Fig. 1: sequential cells grouped by signal name
Other cells in gray.
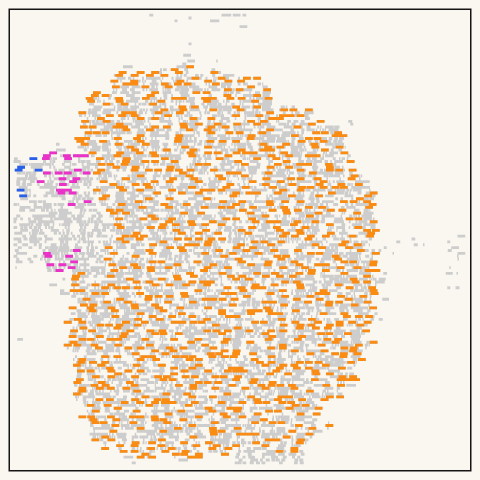
Fig. 2: placed standard cells
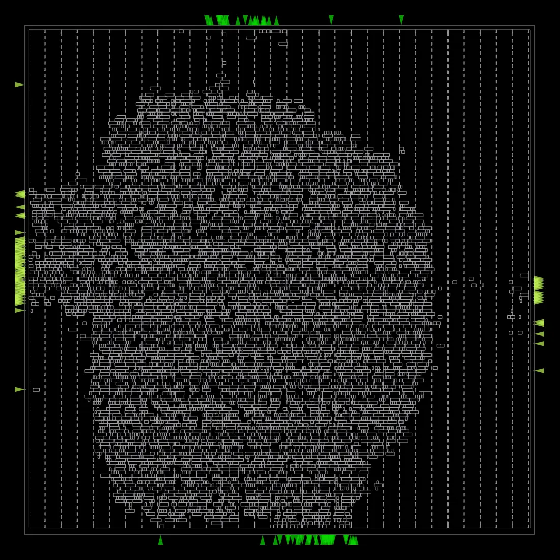
Fig. 3: signal wires on met3
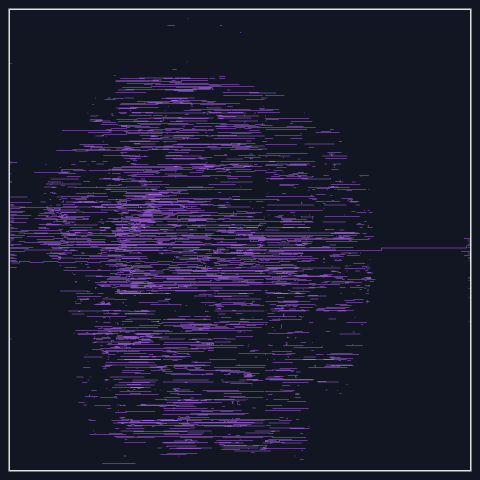
Fig. 4: I/O nets highlighted
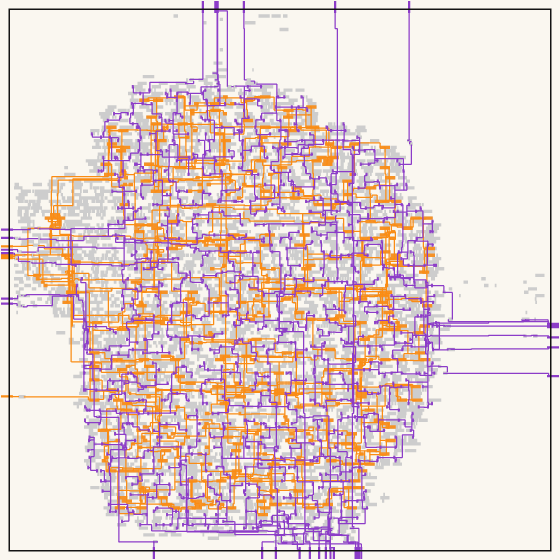
==> config.mk <==
export PLATFORM = sky130hd
export DESIGN_NAME = regfile_scoreboard
export DESIGN_NICKNAME = d
export VERILOG_FILES = /design/src/rtl/regfile_scoreboard.sv
export SDC_FILE = /design/constraint.sdc
export NUM_CORES = 2
export LEC_CHECK = 0
export CORE_MARGIN = 3
export CORE_UTILIZATION = 30
export DETAILED_ROUTE_END_ITERATION = 7
export RECOVER_POWER = 100
export SYNTH_ARGS = -nofsm -noshare
export SYNTH_HDL_FRONTEND = slang
export SYNTH_SLANG_ARGS = --single-unit
==> constraint.sdc <==
create_clock -name clk -period 7.1 [get_ports clk]
set_input_delay 1.42 -clock clk [delete_from_list [all_inputs] [get_ports clk]]
set_output_delay 1.42 -clock clk [all_outputs]
set_load 0.05 [all_outputs]
==> results_slide.txt <==
Implementation Results

Synth
  – Netlist cell types: 54
  – Mapped Area: 0.0555 sq mm
  – Syn_nets: 6319
  – Top_reg_cell synth: dfxtp_1
  – Ys Warns: 0
  – Top-area cell share: 0.383
  – Post-synth ARST share: 0
  – Comb area leader: multiplexers
  – Yosys synthesis chip area: 0.0555 sq mm
  – EDFF count, synth: 0
  – Syn Area/Cell: 8.87 sq um
  – Complex Gates by Area: 0.140
  – Mapped Cells: 6255
  – Mux contribution to synthesized area: 0.258
  – Top area cell types: dfxtp_1, mux4_2, nand2_1
  – Post-synthesis adder-cell area fraction: 0.00149
  – Synth flops: 1062
  – Xor+xnor area frac: 0.00300

Final layout
  – Synth-to-Final Area Change: 14.1%
  – Finished Layout Cells: 8602
  – Most frequent logic cell in the layout: nand2_1
  – NonClk Buf Share: 0.0498
  – Cell area after layout: 0.0633 sq mm
  – Logic area: approximately 0.032 sq mm
  – Combinational share of cell area: 0.501
  – Fraction of layout cells with a size suffix above 1: 0.169
  – Fin nets: approximately 6100
  – Non-clk bufs: 329
  – Largest cell class: logic gates
  – Top cells excl fill/tap: nand2_1, dfxtp_1, a21oi_1, mux4_2, mux2i_1

Die
  – Die footprint: 0.190 sq mm
  – Die W: around 440 um
  – Chip Height: 436 um
  – FP Util: 0.302

Run status
  – Failing checks: capacitance limit, slew limit
  – Status: complete, but fails checks

Worst setup path
  – Worst Path Arrival: 5.28 ns
  – Critical Setup Path Class: primary input to primary output
  – CP Capture Type: primary output
  – Crit path top cell by count: clkbuf_1
  – WP depth: 9
  – Peak fanout along the critical path: 17
  – Critical path cell sequence: clkdlybuf4s50_1, clkbuf_1, xor2_1, nor4_1, nand3_1, nand2_1, clkbuf_1, o21ai_0, buf_12
  – Max stage delay on crit path: between 0.5 and 0.6 ns
  – Buf+Inv Stages, Crit Path: 4
  – Reg2reg setup slack: between 2 and 3 ns
  – Crit path max-delay family: buffers and inverters
  – Crit path launch type: primary input
  – Required @ worst endpoint: 5.68 ns

Place
  – Placed Cells: around 8400
  – DPL Wire Length: 137000 um
  – Routability Congestion: 0.896

GRT
  – Tot GR Track Use: 0.238
  – First-pass GRT wire length: 337000 um
  – Vias in the first global route: about 49000
  – Largest net degree at the start of global routing: 213
  – Global routing's busiest layer: met2
  – Global Route met2 Usage: 0.351
  – Global route overflow: 0
  – Initial antenna violation count: 6
  – GR Util met1: 0.312

Clock tree
  – # clock sinks: between 1000 and 1500
  – Post_cts resized: 0
  – Root Driver: clkbuf_16
  – CTS tree: yes
  – Post-CTS Setup Repair Bufs: 0
  – Clock Latency Late Sink: between 0.7 and 0.8 ns
  – Num CTS Buffers: 116
  – Clk buf depth: 3
  – # hold bufs at CTS: 0

Pwr
  – Seq pwr share: 0.435
  – Top power group: clock
  – P_comb: between 1000 and 1500 uW
  – PwrDens: 220 mW/mm^2
  – Comb power frac: 0.103
  – Switch share: 0.265
  – Clock net power: 6430 uW
  – Clk pwr share: 0.462
  – Pint: 10200 uW
  – Total power: 13900 uW
  – Maximum vdd ir drop: 187 uV
  – Switching Power: roughly 3700 uW

Final timing
  – Relative slew slack: -2.40
  – Final setup fails: 0
  – Worst hold slack: 0.464 ns
  – Slew @ Worst Pin: 5.10 ns
  – Slew Limit Fails: 124
  – Crit path time final: 6.70 ns
  – Final setup skew: around 0.039 ns
  – Final Hold Viols: 0
  – Final worst slack: 0.397 ns

Route
  – M1 WL: a little under 90000 um
  – Via density: 5.92
  – Highest metal used: met5
  – DR pass1 iterations: 6
  – Met2 wire length: 101000 um

Run
  – Maxcap violations: 2
  – Log Warnings: 42

Hold path
  – Type of the tightest min-delay check: flop to flop
  – Cells on Worst Hold Path: 2
Notes on Fig. 1 above:
Orange is `regs_q`, placed flops 1024. Magenta is `pending_q`, placed flops 32. Blue is `PendingCount`, placed flops 6.
Util after Layout: 0.345
P_seq: 6050 uW
sequential portion of the cell area: 0.336
FF+latch area: 0.0213 sq mm

Notes on Fig. 2 above:
cell row count: 157
TAP cells: 2464
Seq cells: 1062
CORE AREA: 0.183 sq mm
Fill cells: 18500

Notes on Fig. 3 above:
The wires run mostly horizontal. The layer carries 30.9 mm of wire. The longest straight run is 182 um.
vias: 50900
overall routed net length: 236000 um
met3 usage: 0.0641

Notes on Fig. 4 above:
Orange is `ReadReg2`, bits 5, direction input, edge west, end cells 451, buffers 34, wire 15500 um. Purple is `WriteData`, bits 32, direction input, edge 13 south, 7 north, 6 east, 6 west, end cells 1056, buffers 64, wire 14700 um.
Ports: 129
PortBufs: 128

No activity file was given, so power comes from the tool's default toggle rates.
